--- src/rtl/mmu_cfg_regs.sv ---
// -----------------------------------------------------------------------------
// mmu_cfg_regs
//   MMU configuration register block. Holds the CPU and supervisor root
//   pointers (64-bit), the translation control register, NUM_TT transparent
//   translation registers and the MMU status register. The CPU reaches the
//   registers through a valid/ready request port with a registered one-cycle
//   response. A write that changes the translation context (CRP_LO, SRP_LO
//   or TC) starts an ATC flush handshake once the response has been given.
//
// Ports
//   clk, rst_n       clock, synchronous active-low reset
//   req_*_i/_o       register request: valid/ready, we, addr, wdata, be
//   rsp_*_o          response strobe, read data, error flag
//   crp_o, srp_o     root pointers {HI,LO}
//   tc_o, tt_o       translation control, TT[i] at [32i+31:32i]
//   mmusr_o          {sticky[15:8], 5'b0, level[2:0]}
//   sts_*_i          table walker status inputs
//   flush_req_o/ack  ATC flush handshake
// -----------------------------------------------------------------------------
module mmu_cfg_regs #(
  parameter int NUM_TT   = 2,
  parameter int PA_WIDTH = 32
) (
  input  logic                  clk,
  input  logic                  rst_n,
  input  logic                  req_valid_i,
  output logic                  req_ready_o,
  input  logic                  req_we_i,
  input  logic [3:0]            req_addr_i,
  input  logic [31:0]           req_wdata_i,
  input  logic [3:0]            req_be_i,
  output logic                  rsp_valid_o,
  output logic [31:0]           rsp_rdata_o,
  output logic                  rsp_err_o,
  output logic [63:0]           crp_o,
  output logic [63:0]           srp_o,
  output logic [31:0]           tc_o,
  output logic [NUM_TT*32-1:0]  tt_o,
  output logic [15:0]           mmusr_o,
  input  logic [7:0]            sts_set_i,
  input  logic                  sts_load_i,
  input  logic [2:0]            sts_level_i,
  output logic                  flush_req_o,
  input  logic                  flush_ack_i
);

  typedef enum logic [1:0] {IDLE, RESP, FLUSH} state_e;

  // Table-address bits above PA_WIDTH in the LO root-pointer words stay 0.
  localparam logic [31:0] LO_MASK = (PA_WIDTH >= 32) ? 32'hFFFF_FFFF :
                                    32'((64'd1 << PA_WIDTH) - 64'd1);

  state_e      state_q, state_d;
  logic [31:0] crp_hi_q, crp_hi_d, crp_lo_q, crp_lo_d;
  logic [31:0] srp_hi_q, srp_hi_d, srp_lo_q, srp_lo_d;
  logic [31:0] tc_q, tc_d;
  logic [31:0] tt_q [NUM_TT];
  logic [31:0] tt_d [NUM_TT];
  logic [7:0]  sts_q, sts_d;
  logic [2:0]  lvl_q, lvl_d;
  logic [31:0] rdata_q, rdata_d;
  logic        err_q, err_d;
  logic        flush_pend_q, flush_pend_d;

  logic        hit;
  logic [31:0] rd_val;
  logic [7:0]  w1c_clr;
  logic        wr_en;

  function automatic logic [31:0] merge_be(input logic [31:0] old_v,
                                           input logic [31:0] new_v,
                                           input logic [3:0]  be);
    logic [31:0] r;
    r = old_v;
    for (int b = 0; b < 4; b++)
      if (be[b]) r[8*b +: 8] = new_v[8*b +: 8];
    return r;
  endfunction

  always_comb begin
    // NOTE: every signal driven here gets a default first, so no path can
    // leave it unassigned and infer a latch.
    state_d      = state_q;
    crp_hi_d     = crp_hi_q;
    crp_lo_d     = crp_lo_q;
    srp_hi_d     = srp_hi_q;
    srp_lo_d     = srp_lo_q;
    tc_d         = tc_q;
    tt_d         = tt_q;
    lvl_d        = lvl_q;
    rdata_d      = rdata_q;
    err_d        = err_q;
    flush_pend_d = flush_pend_q;
    hit          = 1'b1;
    rd_val       = 32'h0;
    w1c_clr      = 8'h0;
    wr_en        = 1'b0;

    // Address decode, shared by reads and writes.
    case (req_addr_i)
      4'd0:    rd_val = crp_hi_q;
      4'd1:    rd_val = crp_lo_q;
      4'd2:    rd_val = srp_hi_q;
      4'd3:    rd_val = srp_lo_q;
      4'd4:    rd_val = tc_q;
      4'd5:    rd_val = {16'h0, sts_q, 5'b0, lvl_q};
      default: hit = 1'b0;
    endcase
    for (int i = 0; i < NUM_TT; i++) begin
      if (req_addr_i == 4'(8 + i)) begin
        hit    = 1'b1;
        rd_val = tt_q[i];
      end
    end

    case (state_q)
      IDLE: begin
        if (req_valid_i) begin
          state_d      = RESP;
          wr_en        = req_we_i && hit;
          err_d        = !hit;
          rdata_d      = (hit && !req_we_i) ? rd_val : 32'h0;
          flush_pend_d = req_we_i && (|req_be_i) &&
                         (req_addr_i == 4'd1 || req_addr_i == 4'd3 ||
                          req_addr_i == 4'd4);
        end
      end
      RESP:    state_d = flush_pend_q ? FLUSH : IDLE;
      FLUSH:   if (flush_ack_i) state_d = IDLE;
      default: state_d = IDLE;
    endcase

    if (wr_en) begin
      case (req_addr_i)
        4'd0: crp_hi_d = merge_be(crp_hi_q, req_wdata_i, req_be_i);
        4'd1: crp_lo_d = merge_be(crp_lo_q, req_wdata_i, req_be_i) & LO_MASK;
        4'd2: srp_hi_d = merge_be(srp_hi_q, req_wdata_i, req_be_i);
        4'd3: srp_lo_d = merge_be(srp_lo_q, req_wdata_i, req_be_i) & LO_MASK;
        4'd4: tc_d     = merge_be(tc_q, req_wdata_i, req_be_i);
        4'd5: w1c_clr  = req_be_i[1] ? req_wdata_i[15:8] : 8'h0;
        default: begin
          for (int i = 0; i < NUM_TT; i++)
            if (req_addr_i == 4'(8 + i))
              tt_d[i] = merge_be(tt_q[i], req_wdata_i, req_be_i);
        end
      endcase
    end

    // Walker set is applied after the CPU clear, so set wins on a collision.
    sts_d = (sts_q & ~w1c_clr) | sts_set_i;
    if (sts_load_i) lvl_d = sts_level_i;
  end

  always_ff @(posedge clk) begin
    // NOTE: state registers use non-blocking assignments so every flop
    // samples the pre-edge values regardless of statement order.
    if (!rst_n) begin
      state_q      <= IDLE;
      crp_hi_q     <= '0;
      crp_lo_q     <= '0;
      srp_hi_q     <= '0;
      srp_lo_q     <= '0;
      tc_q         <= '0;
      // NOTE: the TT array is reset like the other registers because
      // software may read it back before ever writing it.
      for (int i = 0; i < NUM_TT; i++) tt_q[i] <= '0;
      sts_q        <= '0;
      lvl_q        <= '0;
      rdata_q      <= '0;
      err_q        <= 1'b0;
      flush_pend_q <= 1'b0;
    end else begin
      state_q      <= state_d;
      crp_hi_q     <= crp_hi_d;
      crp_lo_q     <= crp_lo_d;
      srp_hi_q     <= srp_hi_d;
      srp_lo_q     <= srp_lo_d;
      tc_q         <= tc_d;
      tt_q         <= tt_d;
      sts_q        <= sts_d;
      lvl_q        <= lvl_d;
      rdata_q      <= rdata_d;
      err_q        <= err_d;
      flush_pend_q <= flush_pend_d;
    end
  end

  assign req_ready_o = (state_q == IDLE);
  assign rsp_valid_o = (state_q == RESP);
  assign flush_req_o = (state_q == FLUSH);
  assign rsp_rdata_o = rdata_q;
  assign rsp_err_o   = err_q;
  assign crp_o       = {crp_hi_q, crp_lo_q};
  assign srp_o       = {srp_hi_q, srp_lo_q};
  assign tc_o        = tc_q;
  assign mmusr_o     = {sts_q, 5'b0, lvl_q};

  for (genvar g = 0; g < NUM_TT; g++) begin : g_tt
    assign tt_o[32*g +: 32] = tt_q[g];
  end

endmodule
--- config.mk ---
export PLATFORM = sky130hd
export DESIGN_NAME = mmu_cfg_regs
export DESIGN_NICKNAME = d
export VERILOG_FILES = /design/src/rtl/mmu_cfg_regs.sv
export SDC_FILE = /design/constraint.sdc
export NUM_CORES = 1
export LEC_CHECK = 0
export CORE_MARGIN = 2
export CORE_UTILIZATION = 45
export DETAILED_ROUTE_END_ITERATION = 10
export GPL_ROUTABILITY_DRIVEN = 0
export MAX_ROUTING_LAYER = met4
export PLACE_DENSITY = 0.76
export SLEW_MARGIN = 20
export SYNTH_ARGS = -nofsm -noshare
export SYNTH_HDL_FRONTEND = slang
export SYNTH_SLANG_ARGS = --single-unit
--- constraint.sdc ---
create_clock -name clk -period 4.6 [get_ports clk]
set_input_delay 0.92 -clock clk [delete_from_list [all_inputs] [get_ports clk]]
set_output_delay 0.92 -clock clk [all_outputs]
set_load 0.02 [all_outputs]
Run 1, placed cells, one color a class:
Fill, decap, tap and diode cells in gray.
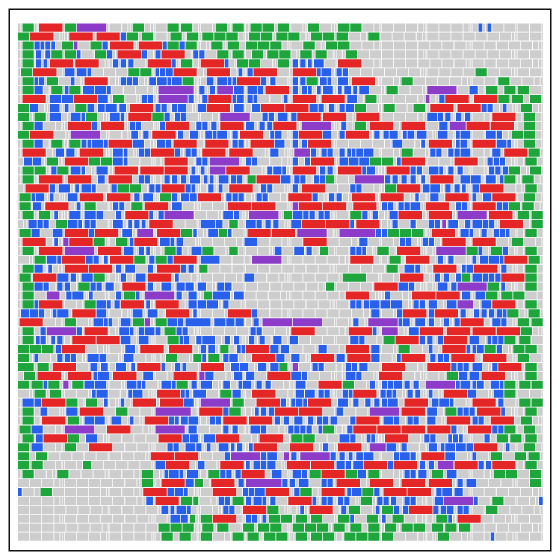
[other buffers and delay cells] green | cells: 343
[combinational and other logic] blue | cells: 922
[flops] red | cells: 271
[clock drivers and dummy loads] purple | cells: 53
finished layout cell area: 15720 um2
Util after Layout: 0.6223
flop share of the area: 0.3452
core region area: 25250 um2
Rows: 58

Run 1, I/O nets highlighted:
The bar under the picture is 50 um long.
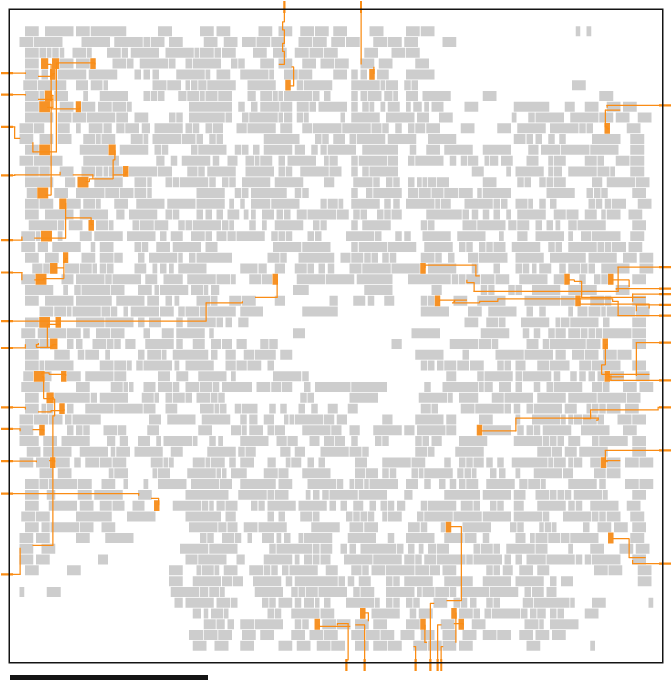
[`req_wdata_i`] orange | bits: 32 | direction: input | end cells: 48 | buffers: 32 | wire: 959 um

==> CHANGELOG.md, run 1 <==
### Physical design

- Clock sink total: 271
- Biggest area cells: dfxtp_1 (47%), nand3_1 (8.7%), o21ai_1 (4.8%)
- Fraction of registers with async set/reset: 0
- Synth cell types: 54
- DRC viols: 0
- End of the critical path: rsp_rdata_o[26]
- R2R Path Start: state_q[1]
- Worst path arrival time: 3.75 ns
- Area leader, netlist: dfxtp_1
- Clock Tree Buf Depth: 3
- Post-route ant nets: 0
- Layout cell share with drive strength beyond 1: 0.09880
- Clk slew on worst S/H paths: 0.06 ns
- Die X: 164.5 um
- Max frequency: 303.8 MHz
- RSZ-0062 raised after global routing: false
- Final hold vios: 0
- R2r setup slk: 1.81 ns
- Reg2reg end: rsp_rdata_o[26]
- CTS tree: built
- H-tree levels: 1
- Worst slew margin: 0.3168
- Pre-antenna DRT Iters: 6
- Global route overflow: 0
- Slew at the pin with the worst max-slew slack: 1.025 ns
- Part of the power in registers: 0.453
- Leak: 5.283 nW
- Synth top area share: 0.4681
- Max_cap viols: 0
- Yosys cell count: 1336
- Via count: 11643
- Critical path endpoint category: flop
- Clk pwr share: 0.477
- Pre-CTS WS: 0.8187 ns
- Vias/cell: 6.064
- TritonCTS Buffers: 29
- Drt wl/cell: 22.30 um
- Final Routed Wirelength: 42810 um
- Syn Area/Cell: 8.675 um2
- Post-synth seq share: 0.4681
- Die Ht: 164.5 um
- YS warnings: 0
- PortBufs: 327
- CP required: 5.06 ns
- Post-DP HPWL: 29290 um
- Synth top cells by count: dfxtp_1 (271), nand3_1 (202), o21ai_1 (112)
- CTS Root Buffer Type: clkbuf_16
- Crit start category: input port
- Final worst slack: 1.309 ns
- Yosys reg bits: 271
- Final Max Slew Viols: 0
- Largest net degree at the start of global routing: 106
- Worst setup path class: in2reg
- Area growth from synthesis to final layout: 35.60%
- CTS resizes: 0
- P_int: 0.004008 W
- Comb pwr share: 0.070
- Worst skew pair latency: 0.54 ns
- Sw frac: 0.2341
- FP Core Util: 0.4589
- Synth Flop Type: dfxtp_1
- Tool warnings: 29
- Total power: 0.005233 W
- First-pass GRT wire length: 64520 um
- Worst Path Max Fanout: 35
- Min Clock Period, post-route: 3.291 ns
- Setup violators final: 0
- Status: completed
- Vias in the first global route: 10968
- Switch Pwr: 0.001225 W
- Hold_buf cts: 0
- Hold Path Class: reg2reg
- Tot GR Track Use: 0.3144
- Total placed cells including tap cells: 1866
- Worst setup path startpoint: req_valid_i
- I/O pin total: 333
- Initial DRC count: 1064
- EDFF count, synth: 0
- Clk_skew: 0.01472 ns
- Max VDD drop: 0.2511 mV
- Yosys top cell by instances: dfxtp_1
- Power density cells: 333.0 nW/um2
- Final nets: 1624
- Initial antenna violation count: 0
- R2R depth: 5
- Post-route clock period utilization: 0.7155
- Mapped Cells: 1336
- Chip area: 27060 um2
- Setup bufs post-CTS: 0
- Final TNS setup: 0 ns
- Mapped cell area: 11590 um2
- YS chip area: 11590 um2
Run 1, cell outlines without signal wires:
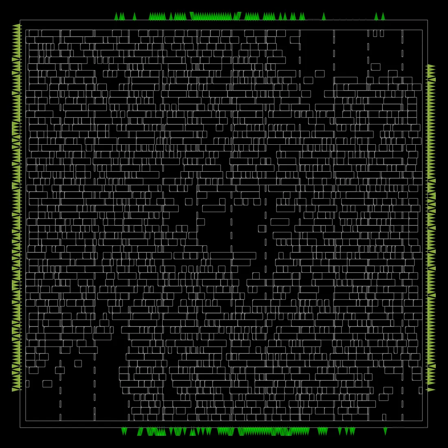
Tap Count: 330
Filler Cells Inserted: 2204
Non-Filler Instances: 1920

## run 1: power groups by stage
| stage | Combinational [W] | Clock, W | Sequential, W |
|---|---|---|---|
| finish | 0.000368 | 0.00249 | 0.00237 |
| global route | 0.000389 | 0.00260 | 0.00237 |
| CTS | 0.000362 | 0.00251 | 0.00237 |
| detailed placement | 0.000361 | 0 | 0.00242 |
| global placement | 0.000357 | 0 | 0.00242 |
| floorplan | 0.000201 | 0 | 0.00243 |
## run 1: layer usage
metal  vias to the layer above  routed length (um)  global-route usage
met5                         -                   0                   -
met4                         0                 706             0.07747
met3                        68                4844             0.07710
met2                       657               20140              0.5057
met1                      5561               17120              0.3993
li1                       5357                   -                   -
## run 1: cells in the final DEF, fill, tap and decap left out, drive strengths merged, types with 7 or more instances in the layout
cell type	instances
clkdlybuf4s50	323
dfxtp	271
o21ai	233
nand3	203
nand2	97
nor2	72
a31o	50
a2bb2oi	47
clkbuf	42
or4	28
mux2i	26
a31oi	25
a22oi	20
nand3b	20
buf	19
o22ai	10
nor2b	10
a21boi	9
o21a	8
a21oi	7
clkinv	7
## run 1: metrics by stage
| step | hold WS [ns] | cell area (um2) |
|---|---|---|
| 5_1_grt | 0.4928 | 15710 |
| 3_3_place_gp | 0.4381 | 14680 |
| 2_1_floorplan | 0.4413 | 11600 |
| 4_1_cts | 0.4664 | 15710 |
| 6_report | 0.4666 | 15720 |
| 3_5_place_dp | 0.4525 | 14690 |
## run 1: worst max-delay path, cell delays in order
cell and delay, ns:
clkdlybuf4s50_1 0.42, or3b_1 0.85, and2_2 0.73, buf_4 0.47, a2bb2oi_1 0.14, a31oi_1 0.20
## run 1: registers in the layout, indices dropped and copies added, names as in the netlist
signal,count
srp_hi_q,32
tt_o,64
lvl_q,3
state_q,2
flush_pend_q,1
srp_lo_q,32
crp_lo_q,32
crp_hi_q,32
sts_q,8
tc_o,32
rsp_rdata_o,32
rsp_err_o,1
## run 1: cell type report
type / count / area [um2]
antenna: 1 / 2.502
clock buffer: 41 / 860.8
clock inverter: 12 / 166.4
fill: 2204 / 9538
inverter: 2 / 7.507
multi-input combinational: 920 / 5444
sequential: 271 / 5425
tap: 330 / 412.9
timing repair buffer: 343 / 3397
## run 1: logic make-up after synthesis
| family | count (synthesis) | share of synthesized area |
|---|---|---|
| compound gates | 430 | 0.2431 |
| fa+ha+maj | 1 | 0.0009715 |
| buf+inv | 149 | 0.06585 |
| flops | 271 | 0.4681 |
| mux | 26 | 0.02245 |
| other cells | 1 | 0.0003236 |
| simple gates | 458 | 0.1992 |
## run 1: worst min-delay path by stage
stage	startpoint	endpoint	cells past startpoint	slack, ns
2_1_floorplan	flush_pend_q	flush_pend_q	2	0.44
3_3_place_gp	rsp_rdata_o[1]	rsp_rdata_o[1]	2	0.44
3_5_place_dp	rsp_rdata_o[1]	rsp_rdata_o[1]	2	0.45
4_1_cts	rsp_rdata_o[1]	rsp_rdata_o[1]	2	0.47
5_1_grt	rsp_rdata_o[1]	rsp_rdata_o[1]	2	0.49
6_report	rsp_rdata_o[1]	rsp_rdata_o[1]	2	0.47
## Run 2: what changed since run 1
==> constraint.sdc (replaced) <==
create_clock -name clk -period 3.41 [get_ports clk]
set_input_delay 0.682 -clock clk [delete_from_list [all_inputs] [get_ports clk]]
set_output_delay 0.682 -clock clk [all_outputs]
set_load 0.02 [all_outputs]
==> run 2 against run 1 <==
Net effect:
- synthesized cell count unchanged
- routed wire length down 2.7%
- die area unchanged
- hold slack about the same
- combinational power up 37%
- synthesized area unchanged
- sequential power up 35%
- power up 29%
==> CHANGELOG.md, run 2 <==
### Physical design

- Status: completed
- Worst setup path class: in2reg
- Post-DP HPWL: 29190 um
- Max incr delay on CP: 0.82 ns
- Worst Path Max Fanout: 16
- Switch Pwr: 0.001583 W
- Part of the power in registers: 0.472
- FP Core Util: 0.4589
- Clk slew on worst S/H paths: 0.06 ns
- Leak: 5.322 nW
- Final nets: 1643
- Top cell excl fill/tap: clkdlybuf4s50_1
- Non-Filler Instances: 1940
- Min Clock Period, post-route: 2.736 ns
- Critical path endpoint category: flop
- YS chip area: 11590 um2
- Max frequency: 365.5 MHz
- Post-route clock period utilization: 0.8024
- Mapped Cells: 1336
- First-pass GRT wire length: 62430 um
- Filler Cells Inserted: 2122
- Power density cells: 428.6 nW/um2
- Worst slew margin: 0.5305
- PortBufs: 327
- Top Layout Cells: clkdlybuf4s50_1 (323), dfxtp_1 (271), nand3_1 (202)
- Pre-CTS WS: 0.1733 ns
- Final hold vios: 0
- CTS tree: built
- Slew at the pin with the worst max-slew slack: 0.7028 ns
- Synth cell types: 54
- Tot GR Track Use: 0.3052
- Hold Path Class: reg2reg
- Yosys top cell by instances: dfxtp_1
- Slowest cell on crit path: or4_1
- Yosys cell count: 1336
- Syn Area/Cell: 8.675 um2
- Crit-path cells: clkdlybuf4s50_1 > or4_1 > or4_1 > a31o_2
- Area growth from synthesis to final layout: 36.27%
- Core region area: 25250 um2
- Final Routed Wirelength: 41640 um
- Setup bufs post-CTS: 0
- Area leader, netlist: dfxtp_1
- Biggest area cells: dfxtp_1 (47%), nand3_1 (8.7%), o21ai_1 (4.8%)
- Tool warnings: 26
- Post-route ant nets: 0
- CTS Root Buffer Type: clkbuf_16
- CTS resizes: 0
- RSZ-0062 raised after global routing: false
- Hold_buf cts: 0
- Clock Tree Buf Depth: 3
- Via count: 11580
- Final TNS setup: 0 ns
- Clock sink total: 271
- WHS: 0.4662 ns
- Sw frac: 0.2338
- Fraction of registers with async set/reset: 0
- Initial antenna violation count: 2
- Top cell family by delay on the critical path: simple AND/OR/NAND/NOR gates
- Worst path arrival time: 3.16 ns
- Max_cap viols: 0
- Crit start category: input port
- Post-synth seq share: 0.4681
- Synth Flop Type: dfxtp_1
- Rows: 58
- Global route overflow: 0
- Largest net degree at the start of global routing: 95
- Vias in the first global route: 10787
- I/O pin total: 333
- Chip area: 27060 um2
- Drt wl/cell: 21.47 um
- Total placed cells including tap cells: 1886
- Final Max Slew Viols: 0
- Synth top cells by count: dfxtp_1 (271), nand3_1 (202), o21ai_1 (112)
- DRC viols: 0
- Clk pwr share: 0.453
- WP buf/inv: 1
- Final worst slack: 0.6738 ns
- Vias/cell: 5.969
- YS warnings: 0
- P_int: 0.005187 W
- TritonCTS Buffers: 28
- Pre-antenna DRT Iters: 5
- Initial DRC count: 1077
- CP most frequent cell: or4_1
- CP required: 3.84 ns
- Synth top area share: 0.4681
- Setup violators final: 0
- Max reg flops: 64
- Worst skew pair latency: 0.53 ns
- H-tree levels: 1
- Clk_skew: 0.006818 ns
- Layout cell share with drive strength beyond 1: 0.1039
- Mapped cell area: 11590 um2
- Yosys reg bits: 271
run 2: power by group through the flow:
stage / clock network (W) / registers [W] / logic [W]
floorplan: 0 / 0.00328 / 0.000271
global placement: 0 / 0.00327 / 0.000492
detailed placement: 0 / 0.00327 / 0.000494
CTS: 0.00309 / 0.00320 / 0.000497
global route: 0.00323 / 0.00320 / 0.000534
finish: 0.00307 / 0.00320 / 0.000504
run 2: worst paths after layout:
| path | from | endpoint | slack [ns] | depth (start not counted) |
|---|---|---|---|---|
| setup / recovery | req_addr_i[1] | crp_hi_q[0] | 0.67 | 4 |
| hold / removal | rsp_rdata_o[2] | rsp_rdata_o[2] | 0.47 | 2 |
| setup reg to reg | state_q[0] | tc_o[11] | 1.16 | 4 |
| hold reg to reg | rsp_rdata_o[2] | rsp_rdata_o[2] | 0.47 | 2 |
run 2: worst min-delay path, stage by stage, from the launching register on:
cell and delay (ns):
dfxtp_1 0.33, nand2_1 0.05, o21ai_0 0.06
run 2: logic make-up (layout without fill, tap and decap cells):
family          after synthesis  count (layout)  share of synthesized area
simple gates                458             458                     0.1992
compound gates              430             430                     0.2431
flops                       271             271                     0.4681
buf+inv                     149             417                    0.06585
mux                          26              26                    0.02245
fa+ha+maj                     1               1                  0.0009715
other cells                   1               7                  0.0003236
run 2: layout make-up:
type | instances | area [um2] | share of cell area
Clock buffer | 46 | 839.6 | 0.05316
Clock inverter | 6 | 80.08 | 0.005070
Antenna cell | 2 | 5.005 | 0.0003169
Multi-Input combinational cell | 920 | 5439 | 0.3444
Timing Repair Buffer | 363 | 3585 | 0.2270
Sequential cell | 271 | 5425 | 0.3435
Tap cell | 330 | 412.9 | 0.02614
Inverter | 2 | 7.507 | 0.0004753
run 2: routing by layer:
layer  global-route usage  vias up  part of all wire
li1                     -     5401                 -
met1               0.3845     5514              0.40
met2               0.4865      591              0.47
met3              0.07484       74              0.11
met4              0.09209        0             0.024
met5                    -        -                 0
run 2: metrics by stage:
stage / instance area (um2) / power [W] / util
2_1_floorplan: 11600 / 0.003555 / -
3_3_place_gp: 14870 / 0.003760 / 0.5888
3_5_place_dp: 14870 / 0.003763 / 0.5888
4_1_cts: 15790 / 0.006788 / 0.6252
5_1_grt: 15790 / 0.006962 / 0.6254
6_report: 15790 / 0.006770 / 0.6254
Run 2, PDN straps and rails:
The bar under the picture is 50 um long. Pins as bars on the die edge. Tap cells in gray.
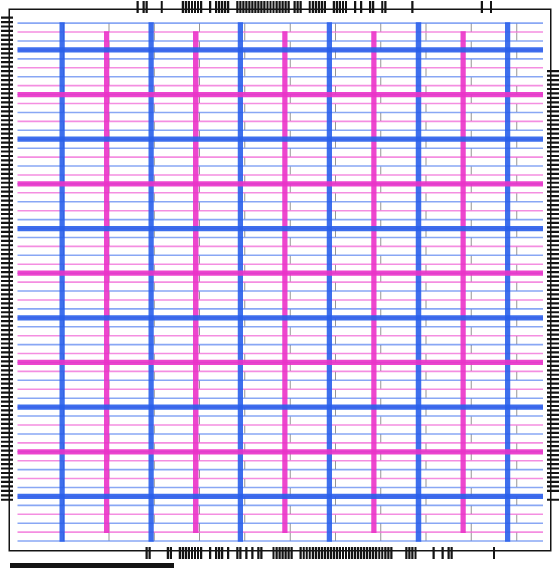
[VDD] magenta
[VSS] blue
tap cells: 330
signal pins: 333
met1 rails: 59
met4 straps: 11
Die Ht: 164.5 um
Max VDD drop: 0.3750 mV
Die X: 164.5 um

## Run 3: what changed since run 2
==> constraint.sdc (replaced) <==
create_clock -name clk -period 2.8 [get_ports clk]
set_input_delay 0.56 -clock clk [delete_from_list [all_inputs] [get_ports clk]]
set_output_delay 0.56 -clock clk [all_outputs]
set_load 0.02 [all_outputs]
==> run 3 against run 2 <==
Net effect:
- power up 27%
- hold slack better by 0.0046 ns
- critical path type is now reg2out
- utilization up 2.0 points
==> CHANGELOG.md, run 3 <==
### Physical design

- Status: completed
- Setup bufs post-CTS: 0
- Mapped Cells: 1336
- Clock sink total: 271
- Pre-CTS WS: -0.01046 ns
- RSZ-0062 raised after global routing: false
- Final Max Slew Viols: 0
- Clock Tree Buf Depth: 3
- Chip area: 27060 um2
- Top Layout Cells: clkdlybuf4s50_1 (323), dfxtp_1 (271), nand3_1 (202)
- Initial DRC count: 1073
- Area growth from synthesis to final layout: 40.68%
- Slowest cell on crit path: clkdlybuf4s50_1
- Setup violators final: 0
- H-tree levels: 1
- Die Ht: 164.5 um
- Die X: 164.5 um
- Crit start category: flop
- Power density cells: 527.7 nW/um2
- CP required: 2.24 ns
- Post-route ant nets: 0
- Pre-antenna DRT Iters: 5
- Max_cap viols: 0
- First-pass GRT wire length: 62960 um
- Critical path endpoint category: output port
- Hold Path Class: reg2reg
- Syn Area/Cell: 8.675 um2
- Final hold vios: 0
- Post-DP HPWL: 29880 um
- CTS resizes: 0
- Fraction of registers with async set/reset: 0
- Global route overflow: 0
- Crit-path cells: nor2b_1 > clkdlybuf4s50_1
- Final worst slack: 0.5013 ns
- CTS tree: built
- Final TNS setup: 0 ns
- Final nets: 1691
- Post-route clock period utilization: 0.8210
- Synth cell types: 54
- Vias in the first global route: 11130
- YS chip area: 11590 um2
- EDFF count, synth: 0
- FP Core Util: 0.4589
- Max incr delay on CP: 0.63 ns
- Synth top area share: 0.4681
- CTS Root Buffer Type: clkbuf_16
- Max frequency: 435.0 MHz
- Hold_buf cts: 0
- Tool warnings: 26
- Reg2reg end: tc_o[10]
- Worst setup path startpoint: state_q[0]
- Total power: 0.008603 W
- I/O pin total: 333
- Layout cell share with drive strength beyond 1: 0.1359
- Tot GR Track Use: 0.3087
- Drt wl/cell: 21.14 um
- Clk slew on worst S/H paths: 0.06 ns
- Mapped cell area: 11590 um2
- Total placed cells including tap cells: 1934
- TritonCTS Buffers: 28
- Yosys cell count: 1336
- Clk_skew: 0.01255 ns
- Via count: 11762
- Slew at the pin with the worst max-slew slack: 1.051 ns
- Worst skew pair latency: 0.54 ns
- Synth Flop Type: dfxtp_1
- Worst slew margin: 0.2959
- Vias/cell: 5.916
- Yosys top cell by instances: dfxtp_1
- Biggest area cells: dfxtp_1 (47%), nand3_1 (8.7%), o21ai_1 (4.8%)
- Post-synth seq share: 0.4681
- Initial antenna violation count: 2
- Synth top cells by count: dfxtp_1 (271), nand3_1 (202), o21ai_1 (112)
- Top cell excl fill/tap: clkdlybuf4s50_1
- R2R Path Start: state_q[0]
- Min Clock Period, post-route: 2.299 ns
- Yosys reg bits: 271
- Area leader, netlist: dfxtp_1
- Core region area: 25250 um2
- Largest net degree at the start of global routing: 60
- Max reg flops: 64
- R2R depth: 5
- YS warnings: 0
- End of the critical path: rsp_valid_o
- Rows: 58
- DRC viols: 0
- PortBufs: 327
- Max VDD drop: 0.4865 mV
- Leak: 5.610 nW
- Worst Path Max Fanout: 4
- Final Routed Wirelength: 42040 um
- R2r setup slk: 0.77 ns
- Worst path arrival time: 1.74 ns
- Worst setup path class: reg2out
run 3: metal layers:
layer	routed length (um)	global-route usage
met1	16570	0.3778
met2	19650	0.4990
met3	4278	0.06981
met4	1532	0.1158
met5	0	-
run 3: how the worst min path moves through the flow:
stage | from | endpoint | slack [ns] | depth (start not counted)
2_1_floorplan | flush_pend_q | flush_pend_q | 0.44 | 2
3_3_place_gp | tt_o[17] | tt_o[17] | 0.46 | 2
3_5_place_dp | flush_pend_q | flush_pend_q | 0.46 | 2
4_1_cts | flush_pend_q | flush_pend_q | 0.47 | 2
5_1_grt | tt_o[17] | tt_o[17] | 0.49 | 2
6_report | flush_pend_q | flush_pend_q | 0.47 | 2
run 3: critical path: cells and delay by family, from the launching register on:
kind | cells | cell delay, ns
buffers and inverters | 1 | 0.63
flip-flops | 1 | 0.35
AND/OR/NAND/NOR | 1 | 0.21
run 3: per-stage QoR:
step	cell area, um2	hold slack [ns]
after global routing	16300	0.4915
after floorplan	11600	0.4413
after detailed placement	15280	0.4617
after global placement	15280	0.4601
final	16300	0.4708
after CTS	16300	0.4705
run 3: power breakdown:
| group | internal [W] | leakage [nW] | switching [W] | total [W] |
|---|---|---|---|---|
| sequential | 0.00388 | 2.19 | 0.0000189 | 0.00390 |
| clock | 0.00250 | 0.513 | 0.00156 | 0.00407 |
| combinational | 0.000245 | 2.91 | 0.000397 | 0.000641 |
run 3: layout make-up:
cell class,instances,area (um2)
fillers,2099,8950
flip-flops and latches,271,5425
multi-input cells,920,5439
repair buffers,411,3995
clock buffers,37,815.8
clock inverters,15,203.9
well taps,330,412.9
diodes,2,5.005
inverters,2,7.507
run 3: logic make-up (layout without fill, tap and decap cells):
kind of cell             Yosys count  count (layout)  synth area share
adder cells (fa/ha/maj)            1               1         0.0009715
other                              1               7         0.0003236
flip-flops                       271             271            0.4681
multiplexers                      26              26           0.02245
buffers and inverters            149             465           0.06585
AND-OR/OR-AND                    430             430            0.2431
AND/OR/NAND/NOR                  458             458            0.1992
Run 3, cell outlines without signal wires:
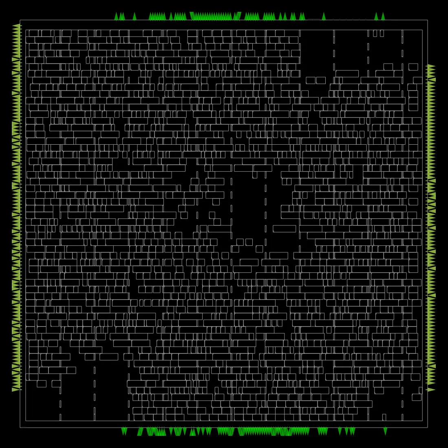
flip-flops: 271
flop share of the area: 0.3327
Util after Layout: 0.6456
Non-Filler Instances: 1988


## Gallery

Wire density map.
33 x 33 tiles, from dark blue (low) to red (high), scaled to the fullest tile. Values are wire area over tile area, all layers added.
(a)
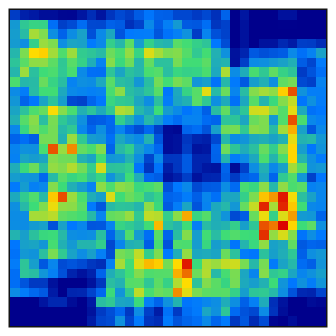
(b)
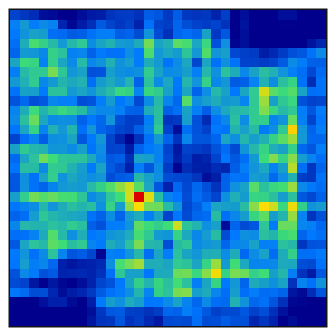
Run 2 is (b).
Run 3 is (a).

Key to (b):
fullest tile: 0.94
nearly empty tiles: 6.8%
mean over tiles: 0.26
tiles over half the peak: 6.8%

Power and IR drop assume default switching activity.
